**src/rtl/exec_pkg.sv**
```systemverilog
// exec_pkg: shared opcodes, addressing modes and FSM states
// for the exec_unit execute stage and its multiply/divide helper.
package exec_pkg;

  localparam logic [3:0] OP_ADD = 4'h0;
  localparam logic [3:0] OP_SUB = 4'h1;
  localparam logic [3:0] OP_AND = 4'h2;
  localparam logic [3:0] OP_OR  = 4'h3;
  localparam logic [3:0] OP_XOR = 4'h4;
  localparam logic [3:0] OP_INC = 4'h5;
  localparam logic [3:0] OP_DEC = 4'h6;
  localparam logic [3:0] OP_MUL = 4'h7;
  localparam logic [3:0] OP_DIV = 4'h8;
  localparam logic [3:0] OP_SHL = 4'h9;
  localparam logic [3:0] OP_SHR = 4'hA;
  localparam logic [3:0] OP_MOV = 4'hB;

  localparam logic AM_REG = 1'b0;
  localparam logic AM_MEM = 1'b1;

  typedef enum logic [1:0] {
    S_IDLE = 2'd0,
    S_BUSY = 2'd1,
    S_DONE = 2'd2
  } state_t;

  // INC, DEC and SHL operate on rd in place
  function automatic logic uses_rd(input logic [3:0] op);
    return (op == OP_INC) || (op == OP_DEC) || (op == OP_SHL);
  endfunction

endpackage

```
**src/rtl/exec_muldiv.sv**
```systemverilog
// exec_muldiv: iterative shift-add multiplier / restoring divider,
// one bit per cycle; result is {hi, lo} = product or {rem, quo}.
module exec_muldiv
  import exec_pkg::*;
#(
  parameter int DATA_W = 8
) (
  input  logic                  clk,
  input  logic                  reset,
  input  logic                  start,
  input  logic                  is_div,
  input  logic [DATA_W-1:0]     a,
  input  logic [DATA_W-1:0]     b,
  output logic                  done,
  output logic [2*DATA_W-1:0]   result,
  output logic                  div0
);

  localparam int CW = $clog2(DATA_W + 1);
  localparam logic [CW-1:0] LAST = CW'(DATA_W - 1);

  logic              run;
  logic              div_q;
  logic [CW-1:0]     cnt;
  logic [DATA_W-1:0] hi;
  logic [DATA_W-1:0] lo;
  logic [DATA_W-1:0] dsr;
  logic [DATA_W-1:0] hi_n;
  logic [DATA_W-1:0] lo_n;
  logic [DATA_W:0]   sum;
  logic [DATA_W:0]   sh;

  // one iteration: add-and-shift-right, or shift-left-and-trial-subtract
  always_comb begin
    hi_n = hi;
    lo_n = lo;
    sum  = {1'b0, hi} + (lo[0] ? {1'b0, dsr} : '0);
    sh   = {hi, lo[DATA_W-1]};
    if (div_q) begin
      if (sh >= {1'b0, dsr}) begin
        hi_n = sh[DATA_W-1:0] - dsr;
        lo_n = {lo[DATA_W-2:0], 1'b1};
      end else begin
        hi_n = sh[DATA_W-1:0];
        lo_n = {lo[DATA_W-2:0], 1'b0};
      end
    end else begin
      hi_n = sum[DATA_W:1];
      lo_n = {sum[0], lo[DATA_W-1:1]};
    end
  end

  // the final iteration's value is handed out directly on the done cycle
  assign done   = run && (cnt == LAST);
  assign result = {hi_n, lo_n};
  assign div0   = div_q && (dsr == '0);

  // operand load on start, then DATA_W iterations
  always_ff @(posedge clk) begin
    if (reset) begin
      run   <= 1'b0;
      div_q <= 1'b0;
      cnt   <= '0;
      hi    <= '0;
      lo    <= '0;
      dsr   <= '0;
    end else if (start) begin
      run   <= 1'b1;
      div_q <= is_div;
      cnt   <= '0;
      hi    <= '0;
      lo    <= a;
      dsr   <= b;
    end else if (run) begin
      hi  <= hi_n;
      lo  <= lo_n;
      cnt <= cnt + CW'(1);
      if (cnt == LAST) run <= 1'b0;
    end
  end

endmodule

```
**src/rtl/exec_unit.sv**
```systemverilog
// exec_unit: handshaked execute stage; single-cycle ALU plus optional
// iterative MUL/DIV enabled by defining EXEC_MULDIV_EN.
module exec_unit
  import exec_pkg::*;
#(
  parameter int DATA_W = 8,
  parameter int REG_AW = 3,
  parameter int MEM_AW = 5
) (
  input  logic                  clk,
  input  logic                  reset,
  input  logic                  in_valid,
  output logic                  in_ready,
  input  logic [3:0]            opcode,
  input  logic                  am,
  input  logic [REG_AW-1:0]     rd,
  input  logic [REG_AW-1:0]     rs1,
  output logic [REG_AW-1:0]     rf_addr_a,
  input  logic [DATA_W-1:0]     rf_data_a,
  input  logic [DATA_W-1:0]     rf_data_b,
  input  logic [DATA_W-1:0]     mem_data,
  output logic                  out_valid,
  input  logic                  out_ready,
  output logic [2*DATA_W-1:0]   result,
  output logic [REG_AW-1:0]     wb_rd,
  output logic                  zero_flag,
  output logic                  carry_flag,
  output logic                  div0_flag,
  output logic                  illegal_flag
);

  if (DATA_W < 4 || MEM_AW < 1) begin : g_param_chk
    $error("exec_unit: DATA_W must be >= 4 and MEM_AW >= 1");
  end

  state_t              state_q;
  state_t              state_d;
  logic                accept;
  logic                is_md;
  logic [DATA_W-1:0]   opnd_b;
  logic [DATA_W-1:0]   alu_res;
  logic [DATA_W:0]     ext;
  logic                alu_c;
  logic                alu_ill;
  logic                md_done;
  logic                md_div0;
  logic [2*DATA_W-1:0] md_res;

  assign rf_addr_a = uses_rd(opcode) ? rd : rs1;
  assign in_ready  = (state_q == S_IDLE);
  assign out_valid = (state_q == S_DONE);
  assign accept    = in_valid && in_ready;

  // operand B source by addressing mode
  always_comb begin
    opnd_b = rf_data_b;
    unique case (am)
      AM_REG: opnd_b = rf_data_b;
      AM_MEM: opnd_b = mem_data;
    endcase
  end

`ifdef EXEC_MULDIV_EN
  assign is_md = (opcode == OP_MUL) || (opcode == OP_DIV);

  exec_muldiv #(.DATA_W(DATA_W)) u_muldiv (
    .clk    (clk),
    .reset  (reset),
    .start  (accept && is_md),
    .is_div (opcode == OP_DIV),
    .a      (rf_data_a),
    .b      (opnd_b),
    .done   (md_done),
    .result (md_res),
    .div0   (md_div0)
  );
`else
  assign is_md   = 1'b0;
  assign md_done = 1'b0;
  assign md_div0 = 1'b0;
  assign md_res  = '0;
`endif

  // single-cycle ALU; anything unrecognised is illegal
  always_comb begin
    alu_res = '0;
    alu_c   = 1'b0;
    alu_ill = 1'b0;
    ext     = '0;
    case (opcode)
      OP_ADD: begin
        ext     = {1'b0, rf_data_a} + {1'b0, opnd_b};
        alu_res = ext[DATA_W-1:0];
        alu_c   = ext[DATA_W];
      end
      OP_SUB: begin
        ext     = {1'b0, rf_data_a} - {1'b0, opnd_b};
        alu_res = ext[DATA_W-1:0];
        alu_c   = ext[DATA_W];
      end
      OP_INC: begin
        ext     = {1'b0, rf_data_a} + (DATA_W+1)'(1);
        alu_res = ext[DATA_W-1:0];
        alu_c   = ext[DATA_W];
      end
      OP_DEC: begin
        ext     = {1'b0, rf_data_a} - (DATA_W+1)'(1);
        alu_res = ext[DATA_W-1:0];
        alu_c   = ext[DATA_W];
      end
      OP_AND: alu_res = rf_data_a & opnd_b;
      OP_OR:  alu_res = rf_data_a | opnd_b;
      OP_XOR: alu_res = rf_data_a ^ opnd_b;
      OP_SHL: begin
        alu_res = {rf_data_a[DATA_W-2:0], 1'b0};
        alu_c   = rf_data_a[DATA_W-1];
      end
      OP_SHR: alu_res = {1'b0, rf_data_a[DATA_W-1:1]};
      OP_MOV: alu_res = opnd_b;
      default: alu_ill = 1'b1;
    endcase
  end

  // state register
  always_ff @(posedge clk) begin
    if (reset) state_q <= S_IDLE;
    else       state_q <= state_d;
  end

  // next-state logic
  always_comb begin
    state_d = state_q;
    unique case (state_q)
      S_IDLE: if (accept) state_d = is_md ? S_BUSY : S_DONE;
      S_BUSY: if (md_done) state_d = S_DONE;
      S_DONE: if (out_ready) state_d = S_IDLE;
      default: state_d = S_IDLE;
    endcase
  end

  // result, tag and flags change only when an operation completes
  always_ff @(posedge clk) begin
    if (reset) begin
      result       <= '0;
      wb_rd        <= '0;
      zero_flag    <= 1'b0;
      carry_flag   <= 1'b0;
      div0_flag    <= 1'b0;
      illegal_flag <= 1'b0;
    end else if (accept) begin
      wb_rd <= rd;
      if (!is_md) begin
        result       <= {{DATA_W{1'b0}}, alu_res};
        zero_flag    <= (alu_res == '0);
        carry_flag   <= alu_c;
        div0_flag    <= 1'b0;
        illegal_flag <= alu_ill;
      end
    end else if (md_done) begin
      result       <= md_res;
      zero_flag    <= (md_res == '0);
      carry_flag   <= 1'b0;
      div0_flag    <= md_div0;
      illegal_flag <= 1'b0;
    end
  end

endmodule

```
**config.mk**
```make
export PLATFORM = sky130hd
export DESIGN_NAME = exec_unit
export DESIGN_NICKNAME = d
export VERILOG_FILES = /design/src/rtl/exec_pkg.sv /design/src/rtl/exec_muldiv.sv /design/src/rtl/exec_unit.sv
export SDC_FILE = /design/constraint.sdc
export NUM_CORES = 1
export LEC_CHECK = 0
export ABC_AREA = 1
export CORE_MARGIN = 10
export CORE_UTILIZATION = 50
export DETAILED_ROUTE_END_ITERATION = 8
export GPL_TIMING_DRIVEN = 0
export PLACE_DENSITY = 0.82
export SETUP_SLACK_MARGIN = 0.3
export SLEW_MARGIN = 10
export SYNTH_ARGS = -nofsm -noshare
export SYNTH_HDL_FRONTEND = slang
export SYNTH_HIERARCHICAL = 1
export SYNTH_SLANG_ARGS = --single-unit
export TNS_END_PERCENT = 30
```
**constraint.sdc**
```tcl
create_clock -name clk -period 2.8 [get_ports clk]
set_clock_uncertainty 0.05 [all_clocks]
set_input_delay 0.56 -clock clk [delete_from_list [all_inputs] [get_ports clk]]
set_output_delay 0.56 -clock clk [all_outputs]
set_load 0.02 [all_outputs]
```
Run 1, clock wiring as the flow saved it:
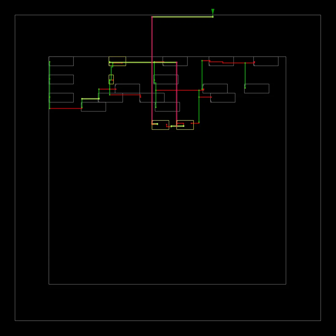
clk pwr: 0.180 mW
Clock Sinks: 15
clk_lat worst skew: 250 ps
CLK BUF: 4
CTS Buf Count: 3

Run 1, clock network drawn from the DEF:
The bar under the picture is 20 um long.
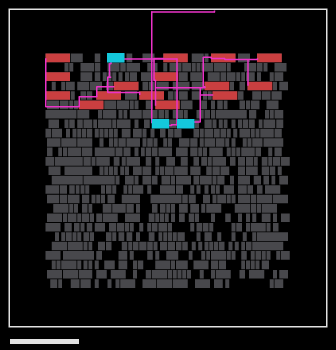
[cyan] clock drivers | count: 3
[magenta] clock wires | length: 245 um
[red] flip-flops | count: 15
routed clock nets	4
Clk pwr share: 0.160

==> run_results.csv, run 1 <==
group,metric,value,unit
final_timing,relSlewSlack,0.454,
place,dpl_cell_area,0.00322,mm^2
worst_setup_path,regToRegSetupSlack,1240,ps
global_route,antenna_found_initial,0,
clock_network,cts_buffer_depth,2,
route,vias,3466,
synthesis,synthCells,458,
synthesis,yosysWarnings,6,
worst_setup_path,path_common_cell,"nor2_4",
pwr,pwr-share-comb,0.627,
pwr,switchingPower,0.497,mW
global_route,grt_pass1_wl,15000,um
pwr,intPower,0.627,mW
cells_and_area,reg_top3,"result (8), wb_rd (3)",
worst_setup_path,crit_family,"buffers and inverters",
worst_setup_path,cp_max_fo,5,
clock_network,cts_resized,77,
final_timing,tns,0,ps
cells_and_area,combGateArea,0.00225,mm^2
final_timing,finalMaxSlewViolations,0,
floorplan,io_pins,67,
cells_and_area,fillers,386,
route,final_antenna_net_count,0,
worst_setup_path,cp_num_buf_inv,3,
pwr,seq_power_share,0.213,
synthesis,top_cell_area_share,0.195,
clock_network,cts_setup_buffers,8,
worst_setup_path,crit_type,"in -> out",
synthesis,synth.area.top_cells,"nand2_1 (19%), ha_1 (14%), dfxtp_1 (12%)",
worst_setup_path,r2r_end,"carry_flag",
clock_network,htreeDepth,1,
final_timing,worst_pin_slew,816,ps
cells_and_area,top_register,"result",
final_timing,setup_viol,0,
status,status,"finished clean",
cells_and_area,layout.cells.most_common,"nand2_1",
worst_setup_path,critPathMaxStageDelay,330,ps
worst_setup_path,crit_required,2190,ps
final_timing,min_period,2490,ps
floorplan,core_area,0.00482,mm^2
final_timing,period_used_share,0.888,
pwr,vdd_ir_drop_max,0.251,mV
cells_and_area,finalNetCount,625,
route,avgRoutedWirePerCell,16.3,um
worst_setup_path,crit_arrival,1880,ps
worst_hold_path,min-delay-start,"carry_flag",
synthesis,ys_types,32,
floorplan,die_height,91.3,um
worst_hold_path,hold_end,"carry_flag",
clock_network,root_buffer,"clkbuf_8",
Run 1, sequential cells coloured by netlist name:
The bar under the picture is 20 um long. Other sequential cells in the stronger grey, the rest of the logic in the fainter grey.
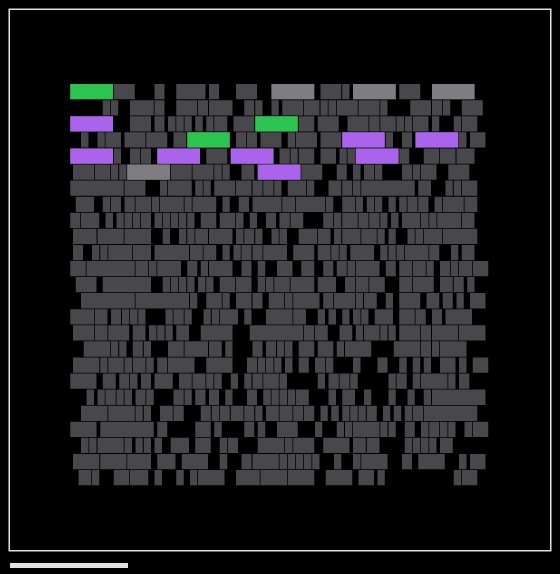
colour	name in the netlist	sequential cells
green	`wb_rd`	3
purple	`result`	8
not coloured	4
Reg area: 300 um^2
fraction of area in registers: 0.0780

## run 1: routing by layer
layer / GRT usage / routed length (um)
met1: 0.266 / 4020
met2: 0.361 / 4830
met5: 0 / 0
met4: 0.0849 / 337
met3: 0.0379 / 899
## run 1: kinds of logic after synthesis
logic type      count (synthesis)  share of synthesized area
compound gates                 59                      0.134
fa+ha+maj                      31                      0.158
buf+inv                        86                      0.144
flops                          15                      0.118
mux                             3                     0.0133
other cells                     1                    0.00147
simple gates                  263                      0.431
## run 1: area by class of cell
type,instances,area share
sequential,15,0.0780
timing repair buffer,84,0.197
inverter,71,0.0757
tap,67,0.0218
clock buffer,4,0.0117
buffer,15,0.0302
multi-input combinational,365,0.585
## run 1: cell usage after synthesis
library cell  count
inv_1            66
buf_1             1
o2111ai_1         1
fa_1              2
nand2_1         132
a21oi_4           1
a21oi_1          17
o21ai_1           1
clkbuf_1          1
or2_2             2
and2_1            1
o21a_1            1
buf_2             2
nand3_1          54
o22ai_1           4
or2_1             1
inv_2             4
o32ai_1           1
o211ai_1          8
nand3b_1          1
o21ai_0          25
conb_1            1
nand4_1           7
ha_1             29
nor2_2            1
mux2_2            3
nand2_2           2
nor3_1            2
clkinv_1          1
nor2_1           60
buf_4            11
dfxtp_1          15
## run 1: power groups by stage
stage	Sequential, mW	Clock, mW	Combinational [mW]
floorplan	0.265	0	0.307
global placement	0.243	0	0.518
detailed placement	0.244	0	0.525
CTS	0.239	0.181	0.567
global route	0.241	0.190	0.765
finish	0.239	0.180	0.705
## run 1: how the worst max path moves through the flow
| stage | cells after the start | endpoint |
|---|---|---|
| final | 8 | rf_addr_a[2] |
| after detailed placement | 8 | rf_addr_a[2] |
| after global routing | 14 | zero_flag |
| after floorplan | 18 | zero_flag |
| after global placement | 8 | rf_addr_a[1] |
| after CTS | 18 | zero_flag |
Run 1, cells coloured by class:
Fill, decap, tap and diode cells in grey.
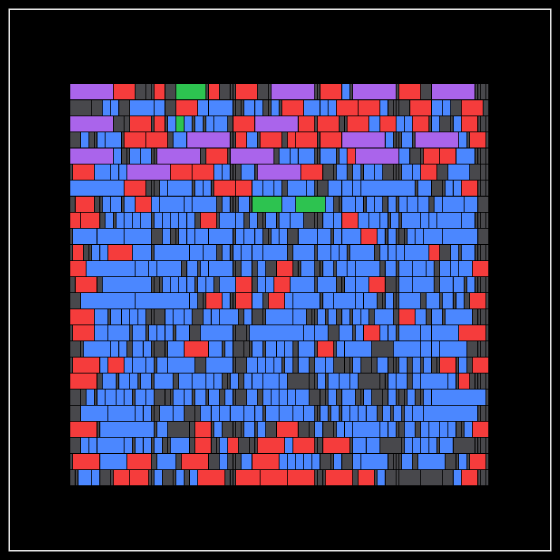

--- run 2 (diff from run 1) ---
--- a/config.mk
+++ b/config.mk
@@ -6,6 +6,7 @@
 export NUM_CORES = 1
 export LEC_CHECK = 0
 export ABC_AREA = 1
+export CORE_ASPECT_RATIO = 0.8
 export CORE_MARGIN = 10
 export CORE_UTILIZATION = 50
 export DETAILED_ROUTE_END_ITERATION = 8
@@ -15,6 +16,5 @@
 export SLEW_MARGIN = 10
 export SYNTH_ARGS = -nofsm -noshare
 export SYNTH_HDL_FRONTEND = slang
-export SYNTH_HIERARCHICAL = 1
 export SYNTH_SLANG_ARGS = --single-unit
 export TNS_END_PERCENT = 30
Run 2, cells coloured by class:
Fill, decap, tap and diode cells in grey.
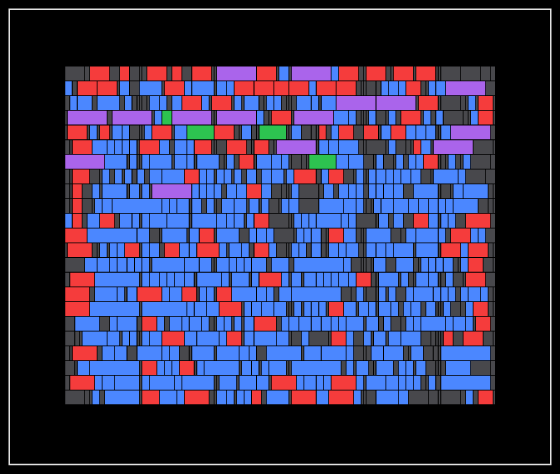
colour	class	cells	share of their area
green	clock drivers and dummy loads	4	1.2%
purple	flops	15	7.8%
red	other buffers and delay cells	99	23%
blue	combinational and other logic	436	68%
cell area after layout: 0.00394 mm^2
fraction of area in registers: 0.0762
core area: 0.00498 mm^2

Run 2, sequential cells coloured by netlist name:
The bar under the picture is 20 um long. Other sequential cells in the stronger grey, the rest of the logic in the fainter grey.
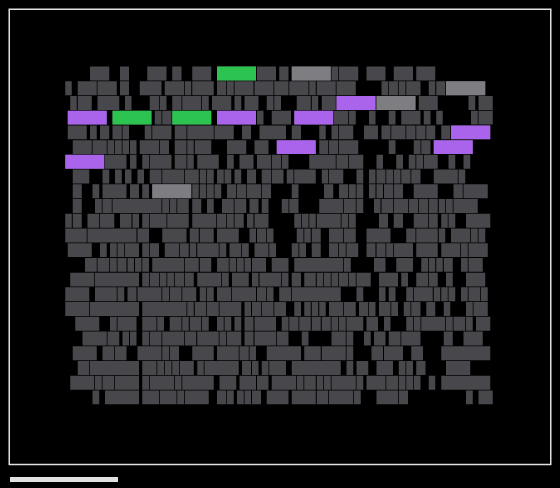
colour	name in the netlist	sequential cells
green	`wb_rd`	3
purple	`result`	8
not coloured	4
sequential power: 0.240 mW
Core Util, Final: 0.792

==> run_results.csv, run 2 <==
group,metric,value,unit
worst_setup_path,crit_arrival,2630,ps
clock_network,htreeDepth,1,
clock_network,clkLatencyLatePin,260,ps
worst_setup_path,cp_cell_sequence,"buf_6 -> inv_4 -> nand2_1 -> nand2_2 -> ha_4 -> fa_2 -> inv_4 -> nand2_1 -> nand2_1 -> nor2_1 -> nor2_1 -> nand2_1 -> nor2_2 -> nand3_1 -> nor2_2 -> nand3_1 -> a21oi_1",
global_route,met2_usage,0.362,
synthesis,ys_sh_xor,0,
route,final_antenna_net_count,0,
worst_setup_path,crit_type,"in -> reg",
route,route.detailed.drc,0,
global_route,met1_usage,0.295,
place,dpl_cell_area,0.00321,mm^2
synthesis,enable_flop_cells,0,
clock_network,root_buffer,"clkbuf_8",
synthesis,ys_sh_adder,0.158,
final_timing,tns,0,ps
global_route,grtUsageMet3,0.0488,
pwr,vdd_ir_drop_max,0.353,mV
status,status,"finished clean",
synthesis,yosysWarnings,0,
worst_setup_path,cp-start-kind,"input port",
cells_and_area,finalNetCount,625,
final_timing,finalMaxSlewViolations,0,
clock_network,cts_buffers,3,
worst_setup_path,crit_required,2940,ps
cells_and_area,layout.cells.most_common,"nand2_1",
global_route,antenna_found_initial,0,
final_timing,worst_pin_slew,801,ps
route,vias,3500,
pwr,switchingPower,0.526,mW
synthesis,common_cells,"nand2_1 (132), inv_1 (66), nor2_1 (60)",
synthesis,ys_types,32,
final_timing,relSlewSlack,0.464,
pwr,clkPwrFrac,0.159,
floorplan,io_pins,67,
cells_and_area,final_cell_mix,"nand2_1 (106), inv_1 (49), nand3_1 (43), nor2_1 (42), buf_4 (34)",
final_timing,min_period,2490,ps
global_route,top_usage_layer,"met2",
worst_setup_path,critPathMaxStageDelay,360,ps
pwr,power.density,295,mW/mm^2
synthesis,mux_share,0.0133,
pwr,seq_power_share,0.206,
final_timing,period_used_share,0.889,
floorplan,die_height,83.8,um
clock_network,clock-sinks,15,
synthesis,ys_sh_simple,0.431,
cells_and_area,reg_top3,"result (8), wb_rd (3)",
synthesis,most_common_cell,"nand2_1",
pwr,pwr-share-comb,0.635,
worst_setup_path,path_common_cell,"nand2_1",
worst_setup_path,cp_max_fo,10,
place,gp_congestion,0.964,
clock_network,cts_buffer_depth,2,
cells_and_area,fillers,379,
global_route,grt_pass1_wl,15700,um
cells_and_area,diodes,0,
synthesis,aoi_share,0.134,
worst_setup_path,crit_family,"simple AND/OR/NAND/NOR gates",
clock_network,cts_hold_buf,0,
pwr,power,1.16,mW
synthesis,synthCells,458,
pwr,p_leak,2.01,nW
synthesis,async_reset_ff_frac,0,
route,avgRoutedWirePerCell,17.4,um
worst_setup_path,cp_num_cells,17,
synthesis,flop_cell,"dfxtp_1",
worst_setup_path,cp_num_buf_inv,3,
pwr,intPower,0.638,mW
final_timing,rsz0062_at_grt,"yes",
final_timing,setup_viol,0,
synthesis,synth.area.top_cells,"nand2_1 (19%), ha_1 (14%), dfxtp_1 (12%)",
synthesis,top_logic_kind,"simple AND/OR/NAND/NOR gates",
synthesis,top_cell_area_share,0.195,
[run 2: cell counts after synthesis]
No cell type changed its count.
[run 2: tightest hold or removal path, stage by stage (launching register included)]
cell and delay, ps:
dfxtp_1 320, nand2_1 60, a21oi_1 60
[run 2: path summary, 6_finish.rpt]
path                                  from           end  slack (ps)
worst max-delay path                    am     zero_flag         310
worst min register to register   zero_flag     zero_flag         430
worst max register to register  state_q[1]  illegal_flag        1280
worst min-delay path             zero_flag     zero_flag         430
[run 2: area by class of cell]
| type | instances | area [um^2] | share of cell area |
|---|---|---|---|
| Buffer | 15 | 116 | 0.0295 |
| Clock buffer | 3 | 41.3 | 0.0105 |
| Clock inverter | 1 | 5.00 | 0.00127 |
| Inverter | 71 | 303 | 0.0768 |
| Multi-Input combinational cell | 365 | 2320 | 0.590 |
| Sequential cell | 15 | 300 | 0.0762 |
| Tap cell | 62 | 77.6 | 0.0197 |
| Timing Repair Buffer | 84 | 774 | 0.196 |
[run 2: power by group through the flow]
stage	clock network (mW)	registers, mW	logic, mW
6_report	0.185	0.240	0.739
2_1_floorplan	0	0.265	0.307
3_5_place_dp	0	0.244	0.525
5_1_grt	0.196	0.241	0.792
3_3_place_gp	0	0.244	0.517
4_1_cts	0.183	0.240	0.592
[run 2: repair_timing]
| action | in CTS | in global routing |
|---|---|---|
| endpoints found under the setup margin | 11 | 11 |
| gates resized | 86 | 106 |
| buffers inserted | 12 | 15 |
| gates cloned | 0 | 1 |
| pin swaps | 17 | 54 |
[run 2: per-layer routing]
metal	routed length, um	up-vias	share of wire
met4	307	0	0.029
met2	4940	220	0.46
li1	-	1640	-
met5	0	-	0
met3	1070	43	0.10
met1	4410	1597	0.41
Run 2, signal wires by layer:
The bar under the picture is 20 um long. Only two layers are drawn.
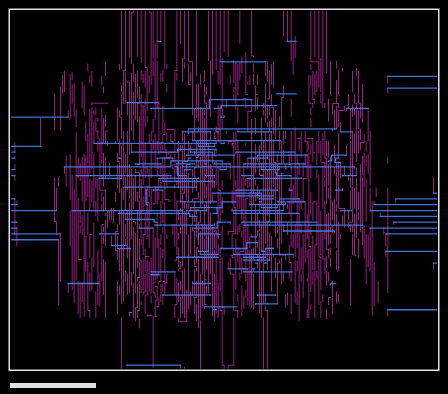

--- run 3 (diff from run 2) ---
==> constraint.sdc (replaced) <==
create_clock -name clk -period 2.5 [get_ports clk]
set_clock_uncertainty 0.05 [all_clocks]
set_input_delay 0.625 -clock clk [delete_from_list [all_inputs] [get_ports clk]]
set_output_delay 0.625 -clock clk [all_outputs]
set_load 0.02 [all_outputs]
Run 3, signal wires by layer:
The bar under the picture is 20 um long. Only two layers are drawn.
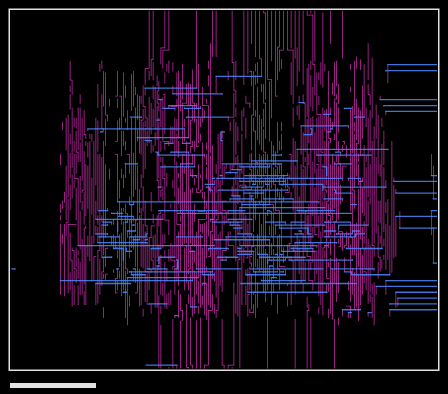
colour	layer	wire length
blue	metal 3	1240 um
magenta	metal 2	5640 um
total number of vias: 3730
DR WL/cell: 18.8 um
gr usage total: 0.247

==> run_results.csv, run 3 <==
group,metric,value,unit
cells_and_area,diodes,0,
global_route,met1_usage,0.313,
global_route,met2_usage,0.408,
synthesis,common_cells,"nand2_1 (132), inv_1 (66), nor2_1 (60)",
route,wl_met1,4470,um
pwr,vdd_ir_drop_max,0.262,mV
final_timing,finalMaxSlewViolations,0,
synthesis,synth.area.top_cells,"nand2_1 (19%), ha_1 (14%), dfxtp_1 (12%)",
pwr,p_leak,2.08,nW
worst_setup_path,critPathCaptureType,"register",
worst_setup_path,cp_cell_sequence,"dlygate4sd2_1 -> nand2_1 -> nand2_4 -> inv_4 -> ha_4 -> clkinvlp_4 -> nor2_4 -> and2_4 -> nand2_4 -> nand2_2 -> nand2_2 -> nand3_2 -> nand2_2 -> nor2_4 -> nand2_2 -> nor2_4 -> nand3_2 -> a21oi_2",
worst_setup_path,cp_max_fo,5,
global_route,grtUsageMet3,0.0455,
cells_and_area,final_cell_mix,"nand2_1 (98), buf_4 (54), inv_1 (45), nand3_1 (41), nor2_1 (39)",
worst_setup_path,crit_family,"simple AND/OR/NAND/NOR gates",
cells_and_area,finalNetCount,645,
worst_setup_path,critPathMaxStageDelay,280,ps
synthesis,flop_cell,"dfxtp_1",
worst_setup_path,cp-start-kind,"input port",
global_route,antenna_found_initial,0,
route,final_antenna_net_count,0,
synthesis,top_area_cell,"nand2_1",
synthesis,enable_flop_cells,0,
place,gp_congestion,0.983,
clock_network,clock-sinks,15,
worst_setup_path,crit_required,2630,ps
global_route,grt_max_degree,11,
status,status,"finished, violations left",
floorplan,core_area,0.00498,mm^2
worst_setup_path,crit_type,"in -> reg",
synthesis,most_common_cell,"nand2_1",
synthesis,yosys_register_bits,15,
clock_network,cts_buffer_depth,2,
pwr,clkPwrFrac,0.143,
final_timing,setup_viol,1,
place,dpl_cell_area,0.00330,mm^2
floorplan,io_pins,67,
final_timing,worst_pin_slew,865,ps
worst_setup_path,cp_num_buf_inv,3,
final_timing,relSlewSlack,0.421,
floorplan,die_height,83.8,um
pwr,intPower,0.759,mW
synthesis,top_cell_area_share,0.195,
pwr,power.density,328,mW/mm^2
final_timing,rsz0062_at_grt,"yes",
global_route,grt_pass1_wl,17400,um
worst_setup_path,crit_arrival,2670,ps
pwr,switchingPower,0.617,mW
clock_network,cts_buffers,3,
route,wl_met3,1240,um
pwr,seq_power_share,0.195,
worst_setup_path,path_common_cell,"nand2_2",
synthesis,synthCells,458,
final_timing,period_used_share,1.02,
global_route,top_usage_layer,"met2",
synthesis,yosysWarnings,0,
clock_network,clkLatencyLatePin,240,ps
route,wl_met2,5640,um
cells_and_area,layout.cells.most_common,"nand2_1",
synthesis,ys_seq_frac,0.118,
route,maxUsedRoutingLayer,"met4",
floorplan,chipArea,0.00836,mm^2
route,route.detailed.drc,0,
clock_network,root_buffer,"clkbuf_8",
clock_network,cts_hold_buf,0,
final_timing,fin_ws,-40.8,ps
status,failed_checks,"setup timing",
synthesis,ys_types,32,
clock_network,htreeDepth,1,
cells_and_area,reg_top3,"result (8), wb_rd (3)",
synthesis,async_reset_ff_frac,0,
final_timing,min_period,2540,ps
Run 3, cells coloured by class:
Fill, decap, tap and diode cells in grey.
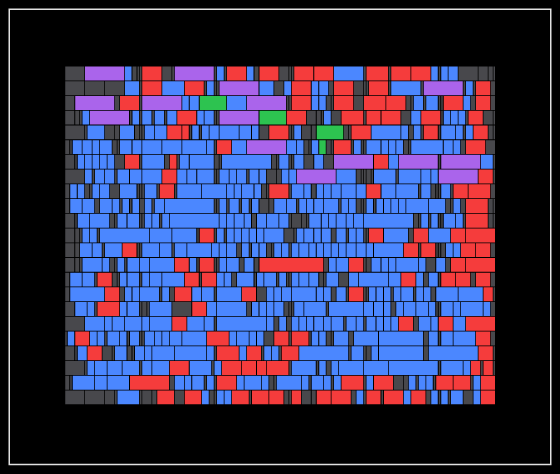
colour	class	cells	share of their area
purple	flops	15	7.3%
red	other buffers and delay cells	119	26%
blue	combinational and other logic	436	66%
green	clock drivers and dummy loads	4	1.1%
fraction of area in registers: 0.0716
Core Util, Final: 0.842
Rows: 23
cell area after layout: 0.00419 mm^2

[run 3: worst paths after layout]
check                                   to  cells past startpoint  slack, ps         start
worst max-delay path             zero_flag                     18        -40  rf_data_b[4]
worst min-delay path            carry_flag                      2        420    carry_flag
worst max register to register  carry_flag                      6        930    state_q[1]
worst min register to register  carry_flag                      2        420    carry_flag
[run 3: kinds of logic after synthesis]
logic type / count (synthesis) / share of synthesized area
other cells: 1 / 0.00147
mux: 3 / 0.0133
buf+inv: 86 / 0.144
compound gates: 59 / 0.134
flops: 15 / 0.118
fa+ha+maj: 31 / 0.158
simple gates: 263 / 0.431
[run 3: cell type report]
| cell class | count | area (um^2) |
|---|---|---|
| flip-flops and latches | 15 | 300 |
| plain buffers | 15 | 125 |
| inverters | 71 | 305 |
| clock buffers | 4 | 45.0 |
| repair buffers | 104 | 940 |
| multi-input cells | 365 | 2400 |
| well taps | 62 | 77.6 |
| fillers | 315 | 785 |
[run 3: stage by stage]
step | cells | setup TNS (ps) | utilization | hold WS [ps] | total power [mW]
after floorplan | 466 | 0 | - | 482 | 0.659
after global placement | 584 | -7800 | 0.663 | 405 | 0.872
after detailed placement | 584 | -8210 | 0.663 | 413 | 0.882
after CTS | 634 | 0 | 0.800 | 422 | 1.24
after global routing | 636 | -103 | 0.842 | 444 | 1.45
final | 636 | -40.8 | 0.842 | 420 | 1.38
[run 3: power groups by stage]
stage	clock [mW]	sequential (mW)	combinational [mW]
3_3_place_gp	0	0.273	0.599
4_1_cts	0.197	0.268	0.777
2_1_floorplan	0	0.297	0.362
5_1_grt	0.212	0.271	0.966
3_5_place_dp	0	0.273	0.609
6_report	0.197	0.269	0.911
[run 3: repair_timing]
action	4_1_cts	5_1_grt
gates cloned	2	0
pin swaps	64	45
setup buffers	44	2
resized	188	58
endpoints found under the setup margin	13	12
Power and IR drop assume default switching activity.
